==> run_1/detail.png <==
Scale bar: 5 um. Window x 31 to 51, y 53 to 73 um. Cells in gray, sequential cells in the stronger gray; small squares are vias.
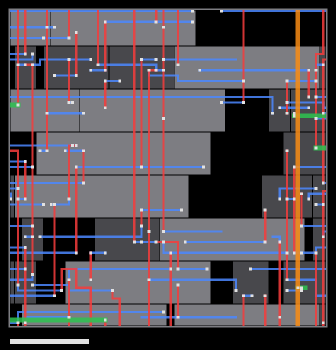
==> run_1/logic_types.png <==
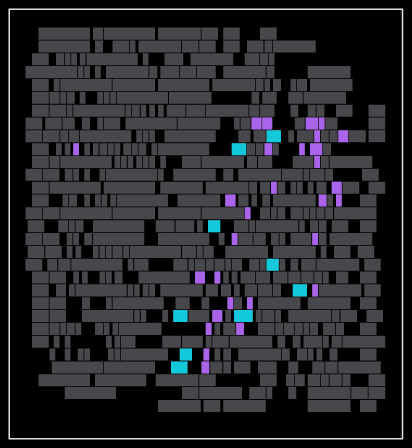
==> run_1/clocks.png <==
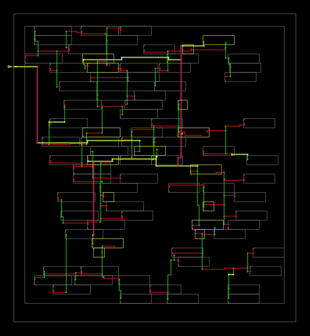
==> config.mk <==
export PLATFORM = sky130hd
export DESIGN_NAME = lfsr_prbs_sequencer
export DESIGN_NICKNAME = d
export VERILOG_FILES = /design/src/rtl/lfsr_prbs_sequencer_pkg.sv /design/src/rtl/lfsr_prbs_sequencer_lfsr.sv /design/src/rtl/lfsr_prbs_sequencer.sv
export SDC_FILE = /design/constraint.sdc
export NUM_CORES = 1
export LEC_CHECK = 0
export ABC_AREA = 0
export CAP_MARGIN = 20
export CORE_ASPECT_RATIO = 1.1
export CORE_MARGIN = 3
export CORE_UTILIZATION = 55
export CTS_BUF_LIST = sky130_fd_sc_hd__clkbuf_16
export DETAILED_ROUTE_END_ITERATION = 8
export GPL_TIMING_DRIVEN = 0
export PLACE_DENSITY = 0.85
export SYNTH_ARGS = -nofsm -noshare
export SYNTH_HDL_FRONTEND = slang
export SYNTH_SLANG_ARGS = --single-unit
==> constraint.sdc <==
create_clock -name i_clk -period 6.1 [get_ports i_clk]
set_input_delay 1.22 -clock i_clk [delete_from_list [all_inputs] [get_ports i_clk]]
set_output_delay 1.22 -clock i_clk [all_outputs]
set_load 0.02 [all_outputs]
==> impl_metrics.toml, run 1 <==
# flow metrics
[cells_and_area]
antenna_cells = 0
final_layout_top_logic_cells = "98 x nand2_1, 73 x clkdlybuf4s50_1, 38 x dfrtp_1"
stdcell_area_sq_um = 4750

[floorplan]
die-height_um = 90.7

[yosys]
mappedNetlistArea_sq_um = 3590
yosys.cell_types.count = 51
synth-seq-area-share = 0.533

[outcome]
status = "complete, no violations"

[worst_setup_path]
critical_path.slowest_cell = "clkdlybuf4s50_1"
critical_path.endpoint_type = "primary output"
startpoint_class_of_the_critical_path = "register"

[clocking]
clk_root_buffer_cell = "clkbuf_16"
number_of_buffers_inserted_to_repair_setup_after_cts = 0

[place]
place.detailed.hpwl_um = 6290
io_buffer_count = 73
placed_area_sq_um = 4440

[grt]
grt-ovfl-total = 0

[timing]
max-slew-margin-rel = 0.476
drv_slew = 0

[route]
wire_per_inst_um = 16.3
-- detail.png (at the start) --
[orange] metal 4
[red] metal 2
[blue] metal 1
[green] metal 3
most frequent: dfrtp_1 (7), nand2_1 (4), mux2_2 (3)
cells with their middle in the window: 20
sequential cells in the window: 9

-- logic_types.png (at the start) --
[purple] NOR gates | cells: 29
[cyan] AND-OR and OR-AND gates | cells: 9
number of standard cells in the final layout excluding fillers: 549
multi-input combinational area share: 0.325

-- clocks.png (at the start) --
Post-Route Skew: 8.39 ps
number of CTS-inserted buffers: 9

run 1: cells by family (layout without fill, tap and decap cells):
kind of cell    after synthesis  after routing  synth area share
compound gates               89             89             0.151
buf+inv                      30            120            0.0359
simple gates                170            170             0.218
flops                        70             70             0.533
fa+ha+maj                     5              5            0.0174
mux                          11             11            0.0338
xor+xnor                      4              4           0.00977
run 1: metal layers:
layer,track usage,routed length (um)
met2,0.413,4420
met1,0.303,3610
met3,0.0520,749
met4,0.0681,142
met5,0,0
run 1: power breakdown:
part           total [mW]  switching, mW  internal (mW)
registers           0.801         0.0954          0.706
logic               0.539          0.309          0.230
clock network       0.533          0.212          0.321
run 1: cells in the mapped netlist (all sizes together) (2+ instances only):
| master | n |
|---|---|
| xnor2 | 3 |
| nor2b | 2 |
| a21oi | 17 |
| a21boi | 2 |
| mux2i | 2 |
| a21o | 2 |
| ha | 5 |
| nand4 | 9 |
| or3 | 5 |
| o31ai | 5 |
| o21ai | 37 |
| nor3 | 4 |
| nor3b | 2 |
| a2bb2oi | 4 |
| o22ai | 5 |
| clkbuf | 18 |
| a211oi | 2 |
| inv | 8 |
| a31oi | 3 |
| o32ai | 2 |
| nor4 | 5 |
| and2 | 4 |
| nand2 | 98 |
| nand2b | 2 |
| buf | 4 |
| nor2 | 16 |
| dfrtp | 38 |
| edfxtp | 32 |
| or4 | 6 |
| nand3 | 10 |
| mux2 | 9 |
run 1: area by class of cell:
type,instances,area (sq um)
fill,458,1480
sequential,70,1910
clock buffer,9,225
buffer,22,98.8
tap,80,100
timing repair buffer,74,758
clock inverter,7,80.1
inverter,8,30.0
multi-input combinational,279,1550
==> run_1/metal_density.png <==
17 x 18 tiles, from white (low) to dark blue (high), scaled to the fullest tile. Values are wire area over tile area, all layers added.
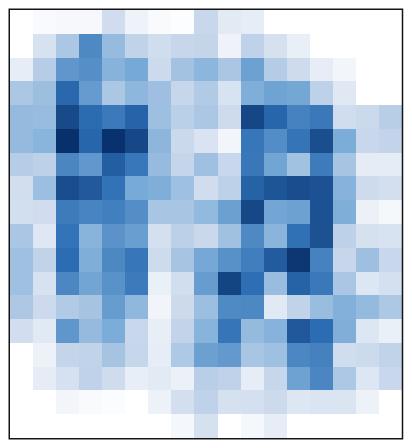

==> run 1 -> run 2 <==
--- a/config.mk
+++ b/config.mk
@@ -9,11 +9,11 @@
 export CAP_MARGIN = 20
 export CORE_ASPECT_RATIO = 1.1
 export CORE_MARGIN = 3
-export CORE_UTILIZATION = 55
+export CORE_UTILIZATION = 51
 export CTS_BUF_LIST = sky130_fd_sc_hd__clkbuf_16
 export DETAILED_ROUTE_END_ITERATION = 8
 export GPL_TIMING_DRIVEN = 0
-export PLACE_DENSITY = 0.85
+export PLACE_DENSITY = 0.8
 export SYNTH_ARGS = -nofsm -noshare
 export SYNTH_HDL_FRONTEND = slang
 export SYNTH_SLANG_ARGS = --single-unit
==> constraint.sdc (replaced) <==
create_clock -name i_clk -period 3.3 [get_ports i_clk]
set_input_delay 0.66 -clock i_clk [delete_from_list [all_inputs] [get_ports i_clk]]
set_output_delay 0.66 -clock i_clk [all_outputs]
set_load 0.02 [all_outputs]
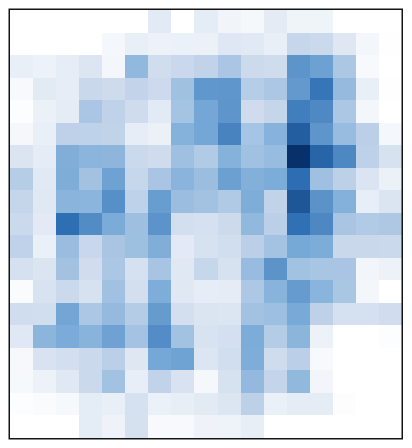
(run_2/metal_density.png)
17 x 19 tiles, from white (low) to dark blue (high), scaled to the fullest tile. Values are wire area over tile area, all layers added.
tiles over half the peak: 12%
mean over tiles: 0.18
nearly empty tiles: 13%
densest ninth of the die: middle right
fullest tile: 0.72
all-layer global routing usage: 0.234
routed length per placed instance: 16.4 um

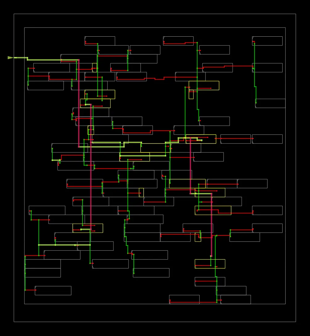
(run_2/clocks.png)
count of flip-flops and latches: 70
Post-Route Skew: 5.81 ps

==> run 2 against run 1 <==
- highest routed layer unchanged
- setup slack worse by 2200 ps
- non-clock buffer count stayed put
- synthesized area stayed put
- combinational power is 83% higher
- clock skew is 2.6 ps lower
- global-route usage is 0.55 points lower
- flip-flop count stayed put
- sequential power is 86% higher
- first-iteration DRC count is 32% lower
- sequential share of layout area hardly changed
- critical path type unchanged
- via count is 2.4% lower
==> impl_metrics.toml, run 2 <==
# flow metrics
[place]
io_buffer_count = 73
placed_area_sq_um = 4450
place.detailed.hpwl_um = 6500

[clocking]
cts_made_buffers = 9
worst_skew_pair.late_latency_ps = 330
clk_root_buffer_cell = "clkbuf_16"
number_of_buffers_inserted_to_repair_setup_after_cts = 0

[worst_setup_path]
criticalPathCategory = "register to primary output"
worstRegToRegCells = 7
startpoint_class_of_the_critical_path = "register"
critical_path.endpoint_type = "primary output"

[cells_and_area]
drive_above_1_share = 0.0597
antenna_cells = 0
finalCoreUtilization = 0.708
stdcell_area_sq_um = 4750
final_layout_top_logic_cells = "98 x nand2_1, 73 x clkdlybuf4s50_1, 38 x dfrtp_1"

[route]
vias = 3265
met2RoutedLength_um = 4480
antenna_left = 0
route.met3.wl_um = 587
dr.max_layer_used = "met4"
postRouteWirelength_um = 9010
routedLengthMet1_um = 3690

[yosys]
ys_chip_area_sq_um = 3590
mappedNetlistArea_sq_um = 3590
synth-seq-area-share = 0.533
yosys.cell_types.count = 51
top_cell = "nand2_1"
top_cells_by_count = "98 x nand2_1, 38 x dfrtp_1, 37 x o21ai_0"

[floorplan]
die-height_um = 93.9
io-pin-count = 74
die-area_sq_um = 8070

[grt]
first_pass_grt_wire_length_um = 14900
grt-ovfl-total = 0

[timing]
drv_slew = 0
finalWorstPathRequiredPeriod_ps = 2860
tns_ps = 0
max-slew-margin-rel = 0.456

[hold_path]
min_path_type = "register to register"

[outcome]
status = "complete, no violations"
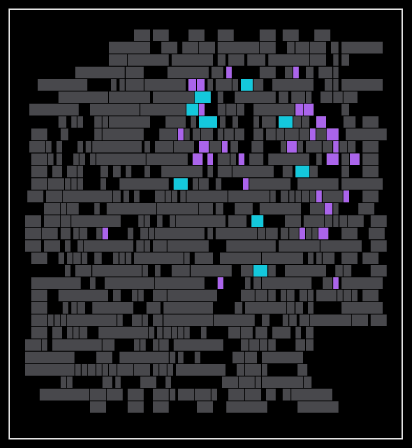
(run_2/logic_types.png)
[cyan] AND-OR and OR-AND gates | cells: 9
[purple] NOR gates | cells: 29
number of standard cells in the final layout excluding fillers: 551
multi-input combinational area share: 0.325
most frequently placed logic cell in the final layout: nand2_1

-- run 2: cell counts after synthesis --
No cell type changed its count.
-- run 2: critical path: stages (launching register included) --
cell and delay [ps]:
dfrtp_1 460, clkbuf_1 380, inv_1 180, nor3_1 230
clkdlybuf4s50_1 630
-- run 2: kinds of logic after synthesis --
| group | count (synthesis) | synth area share |
|---|---|---|
| AND/OR/NAND/NOR | 170 | 0.218 |
| AND-OR/OR-AND | 89 | 0.151 |
| flip-flops | 70 | 0.533 |
| buffers and inverters | 30 | 0.0359 |
| multiplexers | 11 | 0.0338 |
| adder cells (fa/ha/maj) | 5 | 0.0174 |
| XOR/XNOR | 4 | 0.00977 |
-- run 2: routing by layer --
layer | vias up | global-route usage
met1 | 1554 | 0.290
li1 | 1536 | -
met3 | 28 | 0.0421
met4 | 0 | 0.111
met2 | 147 | 0.394
met5 | - | 0
-- run 2: layout make-up --
| cell class | count | area (sq um) |
|---|---|---|
| flip-flops and latches | 70 | 1910 |
| fillers | 497 | 1960 |
| repair buffers | 74 | 758 |
| plain buffers | 22 | 98.8 |
| clock inverters | 7 | 81.3 |
| multi-input cells | 279 | 1550 |
| inverters | 8 | 30.0 |
| clock buffers | 9 | 225 |
| well taps | 82 | 103 |
-- run 2: where the power goes --
group | internal, mW | total (mW) | switching (mW) | leakage (nW)
Clock | 0.650 | 1.00 | 0.351 | 0.159
Sequential | 1.31 | 1.49 | 0.183 | 0.829
Combinational | 0.426 | 0.988 | 0.562 | 0.933
Total | 2.38 | 3.48 | 1.10 | 1.92
-- run 2: stage by stage --
| stage | total power, mW | hold WS (ps) |
|---|---|---|
| after detailed placement | 2.48 | 503 |
| after floorplan | 2.09 | 470 |
| final | 3.48 | 514 |
| after CTS | 3.48 | 515 |
| after global placement | 2.41 | 484 |
| after global routing | 3.68 | 539 |
No activity file was given, so power comes from the tool's default toggle rates.
